$ cat config.mk
export PLATFORM = sky130hd
export DESIGN_NAME = mac_r_gmii_tte
export DESIGN_NICKNAME = d
export VERILOG_FILES = /design/src/rtl/mac_pkg.sv /design/src/rtl/mac_r_gmii_tte_crc32_d8.sv /design/src/rtl/mac_r_gmii_tte.sv
export SDC_FILE = /design/constraint.sdc
export NUM_CORES = 1
export LEC_CHECK = 0
export ABC_AREA = 1
export CORE_MARGIN = 3
export CORE_UTILIZATION = 42
export CTS_CLUSTER_SIZE = 20
export DETAILED_ROUTE_END_ITERATION = 10
export PLACE_DENSITY = 0.68
export SYNTH_ARGS = -nofsm -noshare
export SYNTH_HDL_FRONTEND = slang
export SYNTH_SLANG_ARGS = --single-unit
$ cat constraint.sdc
create_clock -name rx_clk -period 4.23 [get_ports rx_clk]
set_input_delay 0.423 -clock rx_clk [delete_from_list [all_inputs] [get_ports rx_clk]]
set_output_delay 0.423 -clock rx_clk [all_outputs]
set_load 0.02 [all_outputs]
$ cat src/rtl/mac_pkg.sv
// Shared constants, pointer type codes and FSM state encoding for the GMII/MII receive MAC.
package mac_pkg;

    localparam logic [15:0] ETH_TYPE_TTE  = 16'h891D;
    localparam logic [15:0] ETH_TYPE_PTP  = 16'h88F7;

    localparam logic [3:0]  TYPE_NORMAL   = 4'h1;
    localparam logic [3:0]  TYPE_TTE      = 4'h2;
    localparam logic [3:0]  TYPE_SYNC     = 4'h4;
    localparam logic [3:0]  TYPE_FOLLOW   = 4'h8;
    localparam logic [3:0]  TYPE_DREQ     = 4'h0;

    localparam logic [31:0] CRC_INIT      = 32'hFFFFFFFF;
    localparam logic [31:0] CRC_POLY_REFL = 32'hEDB88320;
    // Residue expressed MSB-first; the register runs reflected, so it is bit-reversed before compare
    localparam logic [31:0] CRC_RESIDUE   = 32'hC704DD7B;

    localparam logic [7:0]  SFD_BYTE      = 8'hD5;

    typedef enum logic [2:0] {
        ST_IDLE     = 3'd0,
        ST_PREAMBLE = 3'd1,
        ST_DATA     = 3'd2,
        ST_STATUS   = 3'd3,
        ST_DROP     = 3'd4
    } rx_state_e;

    function automatic logic [31:0] bit_rev32(input logic [31:0] v);
        logic [31:0] r;
        for (int i = 0; i < 32; i++) begin
            r[i] = v[31-i];
        end
        return r;
    endfunction

    function automatic logic [15:0] sat_inc16(input logic [15:0] v);
        return (v == 16'hFFFF) ? v : v + 16'd1;
    endfunction

endpackage

$ cat src/rtl/mac_r_gmii_tte_crc32_d8.sv
// Combinational CRC-32 (reflected 0x04C11DB7) update over one byte; shared with the transmit MAC.
module crc32_d8
    import mac_pkg::*;
(
    input  logic [31:0] crc_in,
    input  logic [7:0]  data,
    output logic [31:0] crc_out
);

    logic [31:0] crc_v;

    // Eight reflected shift steps, data consumed LSB first
    always_comb begin
        crc_v = crc_in ^ {24'h000000, data};
        for (int i = 0; i < 8; i++) begin
            if (crc_v[0]) begin
                crc_v = (crc_v >> 1) ^ CRC_POLY_REFL;
            end else begin
                crc_v = crc_v >> 1;
            end
        end
        crc_out = crc_v;
    end

endmodule

$ cat src/rtl/mac_r_gmii_tte.sv
// GMII/MII receive MAC with FCS/length check, TTE/PTP classification and pointer/timestamp FIFO writes.
// Optional PTP timestamping is enabled by defining MAC_R_PTP_TS_EN.
module mac_r_gmii_tte
    import mac_pkg::*;
#(
    parameter int DATA_FIFO_THRESH = 2578,
    parameter int MIN_LEN          = 60,
    parameter int MAX_LEN          = 1514
) (
    input  logic        rx_clk,
    input  logic        rst,
    input  logic [1:0]  speed,
    input  logic        rx_dv,
    input  logic        rx_er,
    input  logic [7:0]  rx_d,
    input  logic [31:0] counter_ns,
    output logic        data_fifo_wr,
    output logic [7:0]  data_fifo_dout,
    input  logic [11:0] data_fifo_depth,
    output logic        ptr_fifo_wr,
    output logic [15:0] ptr_fifo_dout,
    input  logic        ptr_fifo_full,
    output logic        ts_fifo_wr,
    output logic [31:0] ts_fifo_dout,
    input  logic        ts_fifo_full,
    output logic [15:0] drop_cnt
);

    localparam logic [11:0] THRESH_W  = 12'(DATA_FIFO_THRESH);
    localparam logic [11:0] MAX_LEN_W = 12'(MAX_LEN);
    localparam logic [10:0] MAX_LEN_L = 11'(MAX_LEN);
    localparam logic [10:0] MIN_LEN_L = 11'(MIN_LEN);

    rx_state_e   state_r;
    logic        nib_phase_r;
    logic [3:0]  nib_lo_r;
    logic [3:0]  pre_cnt_r;
    logic [11:0] byte_cnt_r;
    logic [31:0] crc_r;
    logic [31:0] dly_r;
    logic [15:0] etype_r;
    logic        rx_er_seen_r;
    logic        data_fifo_wr_r;
    logic [7:0]  data_fifo_dout_r;
    logic        ptr_fifo_wr_r;
    logic [15:0] ptr_fifo_dout_r;
    logic [15:0] drop_cnt_r;

    logic        gig_s;
    logic        byte_vld_s;
    logic [7:0]  byte_s;
    logic [31:0] crc_next_s;
    logic        short_s;
    logic [11:0] pay_s;
    logic        over_s;
    logic [10:0] len_s;
    logic        err_s;
    logic [3:0]  type_s;

`ifdef MAC_R_PTP_TS_EN
    logic [3:0]  msg_type_r;
    logic [31:0] ts_reg_r;
    logic        ts_fifo_wr_r;
    logic [31:0] ts_fifo_dout_r;
    logic        ptp_s;
`else
    logic        unused_s;
    assign unused_s = ^{ts_fifo_full, counter_ns};
`endif

    assign gig_s = (speed == 2'b10);

    // Nibble phase: low nibble arrives first, phase clears whenever rx_dv drops
    always_ff @(posedge rx_clk or posedge rst) begin
        if (rst) begin
            nib_phase_r <= 1'b0;
            nib_lo_r    <= 4'h0;
        end else if (!rx_dv || gig_s) begin
            nib_phase_r <= 1'b0;
        end else begin
            nib_phase_r <= ~nib_phase_r;
            if (!nib_phase_r) begin
                nib_lo_r <= rx_d[3:0];
            end
        end
    end

    // Byte presentation for both interface widths
    always_comb begin
        if (gig_s) begin
            byte_vld_s = rx_dv;
            byte_s     = rx_d;
        end else begin
            byte_vld_s = rx_dv & nib_phase_r;
            byte_s     = {rx_d[3:0], nib_lo_r};
        end
    end

    crc32_d8 u_crc (
        .crc_in  (crc_r),
        .data    (byte_s),
        .crc_out (crc_next_s)
    );

    // Frame status: length clamp and error sources, evaluated as rx_dv falls in DATA
    always_comb begin
        short_s = (byte_cnt_r < 12'd4);
        pay_s   = byte_cnt_r - 12'd4;
        over_s  = !short_s && (pay_s > MAX_LEN_W);
        if (short_s) begin
            len_s = 11'd0;
        end else if (over_s) begin
            len_s = MAX_LEN_L;
        end else begin
            len_s = pay_s[10:0];
        end
        err_s = short_s | over_s | rx_er_seen_r | (len_s < MIN_LEN_L)
              | (bit_rev32(crc_r) != CRC_RESIDUE)
              | (!gig_s & nib_phase_r);
    end

    // EtherType / PTP messageType classification
    always_comb begin
        type_s = TYPE_NORMAL;
        if (etype_r == ETH_TYPE_TTE) begin
            type_s = TYPE_TTE;
        end
`ifdef MAC_R_PTP_TS_EN
        else if (etype_r == ETH_TYPE_PTP) begin
            case (msg_type_r)
                4'h0:    type_s = TYPE_SYNC;
                4'h8:    type_s = TYPE_FOLLOW;
                4'h1:    type_s = TYPE_DREQ;
                default: type_s = TYPE_NORMAL;
            endcase
        end
`endif
        else begin
            type_s = TYPE_NORMAL;
        end
    end

`ifdef MAC_R_PTP_TS_EN
    assign ptp_s = (type_s == TYPE_SYNC) || (type_s == TYPE_FOLLOW) || (type_s == TYPE_DREQ);
`endif

    // Receive FSM with registered FIFO write outputs
    always_ff @(posedge rx_clk or posedge rst) begin
        if (rst) begin
            state_r          <= ST_IDLE;
            pre_cnt_r        <= 4'd0;
            byte_cnt_r       <= 12'd0;
            crc_r            <= CRC_INIT;
            dly_r            <= 32'h0;
            etype_r          <= 16'h0;
            rx_er_seen_r     <= 1'b0;
            data_fifo_wr_r   <= 1'b0;
            data_fifo_dout_r <= 8'h0;
            ptr_fifo_wr_r    <= 1'b0;
            ptr_fifo_dout_r  <= 16'h0;
            drop_cnt_r       <= 16'h0;
`ifdef MAC_R_PTP_TS_EN
            msg_type_r       <= 4'h0;
            ts_reg_r         <= 32'h0;
            ts_fifo_wr_r     <= 1'b0;
            ts_fifo_dout_r   <= 32'h0;
`endif
        end else begin
            data_fifo_wr_r <= 1'b0;
            ptr_fifo_wr_r  <= 1'b0;
`ifdef MAC_R_PTP_TS_EN
            ts_fifo_wr_r   <= 1'b0;
`endif
            case (state_r)
                ST_IDLE: begin
                    if (rx_dv) begin
                        state_r   <= ST_PREAMBLE;
                        pre_cnt_r <= byte_vld_s ? 4'd1 : 4'd0;
                    end
                end
                ST_PREAMBLE: begin
                    if (!rx_dv) begin
                        state_r <= ST_IDLE;
                    end else if (byte_vld_s) begin
                        if (byte_s == SFD_BYTE) begin
`ifdef MAC_R_PTP_TS_EN
                            ts_reg_r   <= counter_ns;
                            msg_type_r <= 4'h0;
`endif
                            if ((data_fifo_depth > THRESH_W) || ptr_fifo_full) begin
                                state_r    <= ST_DROP;
                                drop_cnt_r <= sat_inc16(drop_cnt_r);
                            end else begin
                                state_r      <= ST_DATA;
                                byte_cnt_r   <= 12'd0;
                                crc_r        <= CRC_INIT;
                                etype_r      <= 16'h0;
                                rx_er_seen_r <= 1'b0;
                            end
                        end else if (pre_cnt_r == 4'd15) begin
                            state_r    <= ST_DROP;
                            drop_cnt_r <= sat_inc16(drop_cnt_r);
                        end else begin
                            pre_cnt_r <= pre_cnt_r + 4'd1;
                        end
                    end
                end
                ST_DATA: begin
                    if (!rx_dv) begin
                        state_r         <= ST_STATUS;
                        ptr_fifo_wr_r   <= 1'b1;
                        ptr_fifo_dout_r <= {type_s, err_s, len_s};
`ifdef MAC_R_PTP_TS_EN
                        if (ptp_s && !err_s && !ts_fifo_full) begin
                            ts_fifo_wr_r   <= 1'b1;
                            ts_fifo_dout_r <= ts_reg_r;
                        end
`endif
                    end else begin
                        if (rx_er) begin
                            rx_er_seen_r <= 1'b1;
                        end
                        if (byte_vld_s) begin
                            crc_r <= crc_next_s;
                            dly_r <= {dly_r[23:0], byte_s};
                            if (byte_cnt_r != 12'hFFF) begin
                                byte_cnt_r <= byte_cnt_r + 12'd1;
                            end
                            if (byte_cnt_r == 12'd12) etype_r[15:8] <= byte_s;
                            if (byte_cnt_r == 12'd13) etype_r[7:0]  <= byte_s;
`ifdef MAC_R_PTP_TS_EN
                            if (byte_cnt_r == 12'd14) msg_type_r    <= byte_s[3:0];
`endif
                            // Four-byte lag keeps the FCS out of the data FIFO
                            if ((byte_cnt_r >= 12'd4) && (pay_s < MAX_LEN_W)) begin
                                data_fifo_wr_r   <= 1'b1;
                                data_fifo_dout_r <= dly_r[31:24];
                            end
                        end
                    end
                end
                ST_STATUS: begin
                    if (rx_dv) begin
                        state_r   <= ST_PREAMBLE;
                        pre_cnt_r <= byte_vld_s ? 4'd1 : 4'd0;
                    end else begin
                        state_r <= ST_IDLE;
                    end
                end
                ST_DROP: begin
                    if (!rx_dv) begin
                        state_r <= ST_IDLE;
                    end
                end
                default: begin
                    state_r <= ST_IDLE;
                end
            endcase
        end
    end

    assign data_fifo_wr   = data_fifo_wr_r;
    assign data_fifo_dout = data_fifo_dout_r;
    assign ptr_fifo_wr    = ptr_fifo_wr_r;
    assign ptr_fifo_dout  = ptr_fifo_dout_r;
    assign drop_cnt       = drop_cnt_r;
`ifdef MAC_R_PTP_TS_EN
    assign ts_fifo_wr     = ts_fifo_wr_r;
    assign ts_fifo_dout   = ts_fifo_dout_r;
`else
    assign ts_fifo_wr     = 1'b0;
    assign ts_fifo_dout   = 32'h0;
`endif

endmodule
==> CHANGELOG.md <==
### Changed

- Status: completed
- YS warnings: 0
- First DRT Iteration DRCs: 428
- Fmax: 362 MHz
- Invs w/o clock: 121
- Plain + repair buffers: 72
- Detail Route met2 WL: 8280 um
- Top logic cells by instance count in the layout: 253 x nand2_1, 113 x inv_1, 113 x dfrtp_1
- Kind of critical path: in -> reg
- Vias in the first global route: 6,225
- Final hold violation count: 0
- NonClk Buf Share: 0.0735
- Post-route clock period utilization: 0.653
- Final non-filler cell total: 1,356
- Registers: 145
- Mean Syn Cell Area: 8.29 um2
- Hold-fix buffers, CTS: 0
- Mux share: 0
- Comb power frac: 0.341
- Top-area cell share: 0.336
- Register Area: 3670 um2
- Vias per inst: 4.85
- Flop share of the area: 0.376
- Sequential power: 1850 uW
- Ao+oa area frac: 0.113
- Post-Syn Area: 8420 um2
- Number of enable flip-flop cells: 0
- Most common cell in the synthesized netlist: nand2_1
- # Taps: 265
- Clk root buf: clkbuf_16
- Normalized max-slew margin: 0.477
- Largest net degree at the start of global routing: 146
- Max_cap viols: 0
- DRC: 0
- Buffers and inverters on the worst path: 4
- Clock buf count: 17
- Ant. Diodes: 0
- Top_reg_cell synth: dfrtp_1
- Post-synth ARST share: 1.00
- Pre-Place Util: 0.430
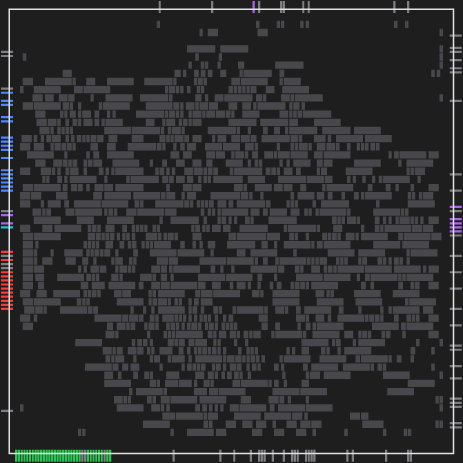
pinout.png
Drawn at 3 px/um. Pins as bars across the die edge, other pins in gray.
| port | color | pins | direction | edge |
|---|---|---|---|---|
| drop_cnt | blue | 16 | output | left |
| rx_d | purple | 8 | input | 5 right, 2 left, 1 top |
| rx_dv | cyan | 1 | input | left |
| data_fifo_depth | red | 12 | input | left |
| counter_ns | green | 32 | input | bottom |
all pins by edge: 56 bottom, 39 left, 30 right, 10 top
IO buf count: 66
Horiz. Die Dim: 148 um

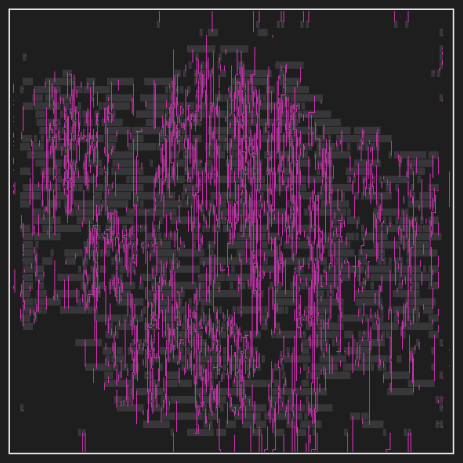
m2.png
Drawn at 3 px/um.
main direction: vertical
wire length on this layer: 8,280 um
nets with wire on the layer: 873
routed vias: 6,583
M2 GR Usage: 0.267
final wirelength: 18,100 um

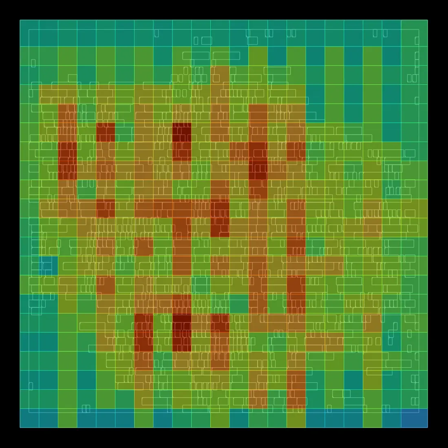
congestion_map.png
Wirelength per Cell: 13.4 um
GRT busiest layer: met2

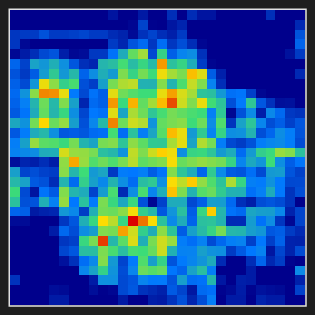
route_heat.png
Drawn at 2 px/um. The die is cut into 30 by 30 equal tiles; dark blue is low, red is high, scaled to the fullest tile. Values are wire area over tile area, all layers added.
tiles over half the peak: 18%
emptiest ninth of the die: top right
nearly empty tiles: 22%
fullest tile: 0.50
total track usage: 0.172

Power figures rest on the tool's default switching activity, not on a simulated workload.
